### Nets reached from selected ports

(2 px per um)
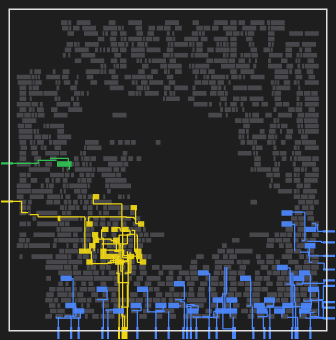
### M2 wires

(2 px per um)
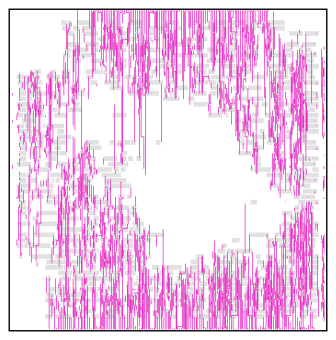
### Clock routing

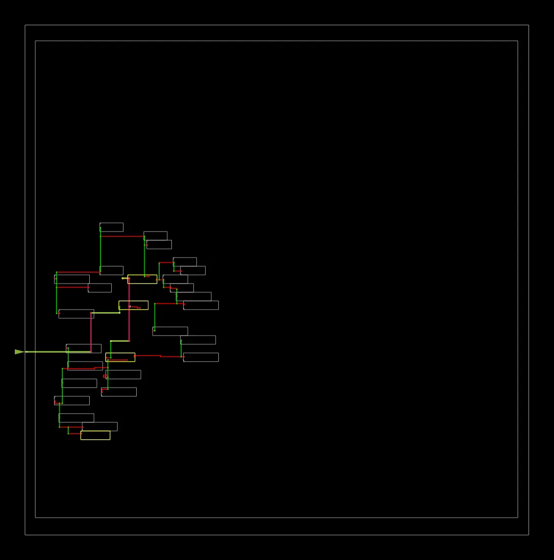
**src/rtl/forward_hazard_unit_pkg.sv**
```systemverilog
// Shared tracker-entry layout and parameter legality helper for the forwarding unit.
// Latency: none (types and constants only).
// Backpressure: not applicable.
package forward_hazard_unit_pkg;

    // Tracker entry layout, LSB first: dest[RAW-1:0], then the flag bits below at RAW+offset.
    localparam int TRK_FLAG_ISLOAD = 0;
    localparam int TRK_FLAG_WE     = 1;
    localparam int TRK_FLAG_VALID  = 2;
    localparam int TRK_NUM_FLAGS   = 3;

    // Width of one tracker entry for a given register-address width.
    function automatic int trkEntryWidth(input int raw);
        return raw + TRK_NUM_FLAGS;
    endfunction

    // DEPTH must be 2..6 and the load-data stage must lie inside the tracked window.
    function automatic bit fwdParamsLegal(input int depth, input int loadStage);
        return (depth >= 2) && (depth <= 6) && (loadStage >= 1) && (loadStage <= depth - 1);
    endfunction

endpackage

```
**src/rtl/forward_hazard_unit_match.sv**
```systemverilog
// Priority encoder: finds the youngest valid, writing tracker entry whose dest equals one operand.
// Latency: combinational.
// Backpressure: none; pure function of the tracker contents and the operand.
module forward_operand_match
    import forward_hazard_unit_pkg::*;
#(
    parameter int RAW   = 5,
    parameter int DEPTH = 3,
    parameter int IDX_W = $clog2(DEPTH)
) (
    input  logic [DEPTH*(RAW+TRK_NUM_FLAGS)-1:0] trackerFlat,
    input  logic                                 enable,
    input  logic [RAW-1:0]                       operandAddr,
    output logic                                 match,
    output logic [IDX_W-1:0]                     index,
    output logic                                 isLoad
);

    localparam int EW = RAW + TRK_NUM_FLAGS;

    logic [EW-1:0] entry;

    // Scan oldest-to-youngest so the youngest hit (lowest index) overwrites older ones.
    // The write-back slot (DEPTH-1) is excluded: the register-file path covers it.
    always_comb begin
        match  = 1'b0;
        index  = '0;
        isLoad = 1'b0;
        entry  = '0;
        if (enable && (operandAddr != '0)) begin
            for (int k = DEPTH - 2; k >= 0; k--) begin
                entry = trackerFlat[k*EW +: EW];
                if (entry[RAW+TRK_FLAG_VALID] && entry[RAW+TRK_FLAG_WE] &&
                    (entry[RAW-1:0] == operandAddr)) begin
                    match  = 1'b1;
                    index  = IDX_W'(k);
                    isLoad = entry[RAW+TRK_FLAG_ISLOAD];
                end
            end
        end
    end

endmodule

```
**src/rtl/forward_hazard_unit.sv**
```systemverilog
// Operand forwarding and load-use hazard detection over the last DEPTH issued instructions.
// Latency: EXE selects 1 cycle after ID match; RF forwarding and hazardStall are combinational.
// Backpressure: stall holds all state; hazardStall asks IF/ID to hold and inserts a bubble.
module forward_hazard_unit
    import forward_hazard_unit_pkg::*;
#(
    parameter int DATA_WIDTH = 32,
    parameter int RAW        = 5,
    parameter int CID_WIDTH  = 4,
    parameter int DEPTH      = 3,
    parameter int LOAD_STAGE = 2
) (
    input  logic                            clock,
    input  logic                            reset,
    input  logic                            stall,
    input  logic                            flush,
    input  logic [RAW-1:0]                  idOperandAAddr,
    input  logic [RAW-1:0]                  idOperandBAddr,
    input  logic                            idUseImmediate,
    input  logic                            idIsJump,
    input  logic                            idIsStore,
    input  logic                            idIsLoad,
    input  logic [RAW-1:0]                  idDestination,
    input  logic                            idWeDestination,
    input  logic [DEPTH*DATA_WIDTH-1:0]     stageData,
    input  logic [CID_WIDTH+RAW-1:0]        dcacheRegisterAddress,
    input  logic                            dcacheRegisterWe,
    input  logic [DATA_WIDTH-1:0]           dcacheRegisterData,
    input  logic [CID_WIDTH-1:0]            cid,
    input  logic [RAW-1:0]                  writeAddress,
    input  logic                            writeEnable,
    input  logic [DATA_WIDTH-1:0]           writeData,
    output logic [DATA_WIDTH-1:0]           exeOperandA,
    output logic [DATA_WIDTH-1:0]           exeOperandB,
    output logic [DATA_WIDTH-1:0]           exeStoreData,
    output logic                            exeUseForwardedOpA,
    output logic                            exeUseForwardedOpB,
    output logic                            exeUseForwardedStoreData,
    output logic [DATA_WIDTH-1:0]           rfForwardedOperandA,
    output logic [DATA_WIDTH-1:0]           rfForwardedOperandB,
    output logic [DATA_WIDTH-1:0]           rfForwardedStoreData,
    output logic                            rfUseForwardedOpA,
    output logic                            rfUseForwardedOpB,
    output logic                            rfUseForwardedStoreData,
    output logic                            hazardStall
);

    localparam int EW    = trkEntryWidth(RAW);
    localparam int IDX_W = $clog2(DEPTH);

    if (!fwdParamsLegal(DEPTH, LOAD_STAGE)) begin : gIllegalParams
        $error("forward_hazard_unit: DEPTH must be 2..6 and LOAD_STAGE 1..DEPTH-1");
    end

    logic [EW-1:0]          tracker [DEPTH];
    logic [DEPTH*EW-1:0]    trackerFlat;
    logic [DATA_WIDTH-1:0]  stageSlice [DEPTH];
    logic [IDX_W-1:0]       selA, selB, selS;

    for (genvar k = 0; k < DEPTH; k++) begin : gFlatten
        assign trackerFlat[k*EW +: EW] = tracker[k];
        assign stageSlice[k]           = stageData[k*DATA_WIDTH +: DATA_WIDTH];
    end

    // Operand enables; register 0 is hardwired and never forwarded.
    logic enA, enB, enS;
    assign enA = !idIsJump       && (idOperandAAddr != '0);
    assign enB = !idUseImmediate && (idOperandBAddr != '0);
    assign enS = idIsStore       && (idOperandBAddr != '0);

    logic             matchA, matchB, matchS;
    logic [IDX_W-1:0] idxA, idxB, idxS;
    logic             loadA, loadB, loadS;

    forward_operand_match #(.RAW(RAW), .DEPTH(DEPTH), .IDX_W(IDX_W)) uMatchA (
        .trackerFlat(trackerFlat), .enable(enA), .operandAddr(idOperandAAddr),
        .match(matchA), .index(idxA), .isLoad(loadA)
    );
    forward_operand_match #(.RAW(RAW), .DEPTH(DEPTH), .IDX_W(IDX_W)) uMatchB (
        .trackerFlat(trackerFlat), .enable(enB), .operandAddr(idOperandBAddr),
        .match(matchB), .index(idxB), .isLoad(loadB)
    );
    forward_operand_match #(.RAW(RAW), .DEPTH(DEPTH), .IDX_W(IDX_W)) uMatchS (
        .trackerFlat(trackerFlat), .enable(enS), .operandAddr(idOperandBAddr),
        .match(matchS), .index(idxS), .isLoad(loadS)
    );

    // A load at tracker[k] is usable from EXE only once it has reached LOAD_STAGE.
    logic luA, luB, luS, killId;
    assign luA         = matchA && loadA && ((int'(idxA) + 1) < LOAD_STAGE);
    assign luB         = matchB && loadB && ((int'(idxB) + 1) < LOAD_STAGE);
    assign luS         = matchS && loadS && ((int'(idxS) + 1) < LOAD_STAGE);
    assign hazardStall = !flush && (luA || luB || luS);
    assign killId      = flush || hazardStall;

    // Shift the tracker and register the EXE selects; a killed ID slot becomes a bubble.
    always_ff @(posedge clock) begin
        if (reset) begin
            for (int k = 0; k < DEPTH; k++) begin
                tracker[k] <= '0;
            end
            selA                     <= '0;
            selB                     <= '0;
            selS                     <= '0;
            exeUseForwardedOpA       <= 1'b0;
            exeUseForwardedOpB       <= 1'b0;
            exeUseForwardedStoreData <= 1'b0;
        end else if (!stall) begin
            for (int k = DEPTH - 1; k > 0; k--) begin
                tracker[k] <= tracker[k-1];
            end
            tracker[0] <= killId ? '0 : {1'b1, idWeDestination, idIsLoad, idDestination};
            exeUseForwardedOpA       <= matchA && !killId;
            exeUseForwardedOpB       <= matchB && !killId;
            exeUseForwardedStoreData <= matchS && !killId;
            selA <= (matchA && !killId) ? idxA + IDX_W'(1) : '0;
            selB <= (matchB && !killId) ? idxB + IDX_W'(1) : '0;
            selS <= (matchS && !killId) ? idxS + IDX_W'(1) : '0;
        end
    end

    assign exeOperandA  = stageSlice[selA];
    assign exeOperandB  = stageSlice[selB];
    assign exeStoreData = stageSlice[selS];

    // Register-file path: a late dcache return for this context beats the write port.
    logic           dcCidHit;
    logic [RAW-1:0] dcReg;
    logic           dcHitA, dcHitB, dcHitS, wbHitA, wbHitB, wbHitS;

    assign dcCidHit = dcacheRegisterWe && (dcacheRegisterAddress[CID_WIDTH+RAW-1:RAW] == cid);
    assign dcReg    = dcacheRegisterAddress[RAW-1:0];
    assign dcHitA   = enA && dcCidHit && (dcReg == idOperandAAddr);
    assign dcHitB   = enB && dcCidHit && (dcReg == idOperandBAddr);
    assign dcHitS   = enS && dcCidHit && (dcReg == idOperandBAddr);
    assign wbHitA   = enA && writeEnable && (writeAddress == idOperandAAddr);
    assign wbHitB   = enB && writeEnable && (writeAddress == idOperandBAddr);
    assign wbHitS   = enS && writeEnable && (writeAddress == idOperandBAddr);

    assign rfUseForwardedOpA       = dcHitA || wbHitA;
    assign rfUseForwardedOpB       = dcHitB || wbHitB;
    assign rfUseForwardedStoreData = dcHitS || wbHitS;
    assign rfForwardedOperandA     = dcHitA ? dcacheRegisterData : writeData;
    assign rfForwardedOperandB     = dcHitB ? dcacheRegisterData : writeData;
    assign rfForwardedStoreData    = dcHitS ? dcacheRegisterData : writeData;

endmodule

```
**config.mk**
```make
export PLATFORM = sky130hd
export DESIGN_NAME = forward_hazard_unit
export DESIGN_NICKNAME = d
export VERILOG_FILES = /design/src/rtl/forward_hazard_unit_pkg.sv /design/src/rtl/forward_hazard_unit_match.sv /design/src/rtl/forward_hazard_unit.sv
export SDC_FILE = /design/constraint.sdc
export NUM_CORES = 1
export LEC_CHECK = 0
export CAP_MARGIN = 0
export CORE_AREA = 3 3 155 157
export CTS_CLUSTER_DIAMETER = 200
export DETAILED_ROUTE_END_ITERATION = 6
export DIE_AREA = 0 0 158 160
export PLACE_DENSITY = 0.6
export SYNTH_ARGS = -nofsm -noshare
export SYNTH_HDL_FRONTEND = slang
export SYNTH_SLANG_ARGS = --single-unit
```
**constraint.sdc**
```tcl
create_clock -name clock -period 2.68 [get_ports clock]
set_input_delay 0.402 -clock clock [delete_from_list [all_inputs] [get_ports clock]]
set_output_delay 0.402 -clock clock [all_outputs]
set_load 0.05 [all_outputs]
```
==> out/metrics.yaml <==
wl_per_cell_um: 20.6
crit_cells: 11
drv_cap: 0
regMostFlops: "tracker"
startpoint_type: "primary input"
routabilityCongestion: 0.913
wl_met2_um: 13600
fin_util: 0.480
top_cell: "nand2_1"
dr.max_layer_used: "met4"
syn-mean-instance-area_sq_um: 7.77
numCtsBuffers: 3
pg_clk_mw: 0.390
required_ps: 2280
critPathMaxStageDelay_ps: 330
min_from: "exeUseForwardedOpB"
power_density_nw_per_um2: 242
switching_share: 0.419
taps: 285
syn_inst: 603
fp_nets: 807
biggestCellCategory: "buffers"
dp.cells: 1291
worstHoldEndpoint: "exeUseForwardedOpB"
syn_area_sq_um: 4680
place_area_sq_um: 10100
ys_sh_simple: 0.159
ff_type: "edfxtp_1"
total_power_mw: 2.63
hold_buffers: 0
cts_resized: 128
synthToLayoutAreaGrowth_pct: 132
combGateArea_sq_um: 4050
min_path_cells: 2
drt_iter0_drc: 297
r2r_cells: 6
cpLargestDelayFamily: "buffers and inverters"
first_pass_iters: 4
synthXorXnorAreaFrac: 0.0767
grt_pass1_vias: 6518
crit_end: "rfForwardedStoreData[2]"
cp_cell_sequence: "buf_8 -> buf_6 -> xnor2_2 -> nand3_1 -> nor3_2 -> buf_4 -> and4_4 -> buf_6 -> buf_16 -> mux2_4 -> buf_8"
yosys.area.top_type: "mux2i_1"
mostFrequentLayoutCells: "183 x clkdlybuf4s50_1, 109 x nand2_1, 108 x buf_12"
ys_sh_aoi: 0.139
fillers: 2133
n_antenna_cell: 0
die_x_um: 158
globalRouteMet1Util: 0.247
tritoncts: "done"
comb_share: 0.373
critPathMaxFanout: 8
ant_nets: 0
grt_max_degree: 34
met3_length_um: 1970
pwr-share-clk: 0.148
ys_sh_adder: 0
ys_chip_area_sq_um: 4680
nNonClkInverters: 6
num-nonclk-buffers: 476
power.leakage_nw: 4.23
hold_class: "reg -> reg"
post-route-worst-setup-slack_ps: 20.9
place_ws_ps: -391
num_rows: 55
io_pins: 403
rr_endpoint: "tracker[0][4]"
drive_gt1_frac: 0.366
async_flop_share: 0
core_sq_um: 22600
status: "completed"
post_cts_buffers: 10
edf_count: 15
maxPowerGroup: "combinational cells"
seqPwrFrac: 0.162
fmax_ghz: 0.376
use_met3: 0.0420
reg2reg_from: "tracker[0][1]"
crit_start: "idOperandBAddr[2]"
grt_setup_unrepaired: "yes"
About 'Nets reached from selected ports':
| port | color | direction | end cells | buffers | wire |
|---|---|---|---|---|---|
| `exeUseForwardedOpB` | green | output | 1 | 1 | 41.2 um |
| `rfForwardedStoreData` | blue | output | 32 | 32 | 801 um |
| `idOperandBAddr` | yellow | input | 22 | 16 | 535 um |

About 'M2 wires':
share of all routed wire: 50%
nets with wire on the layer: 1049
longest straight run: 63.2 um
wire length on this layer: 13600 um
main direction: vertical
global routing usage on met2: 0.349
Vias: 6243
final wirelength: 27100 um

About 'Clock routing':
Num Clock Sinks: 24
clk latency late pin: 260 ps
Setup Skew: 4.24 ps
clock buf count: 4
Flops: 24

Power is estimated from default activity; no workload was simulated.
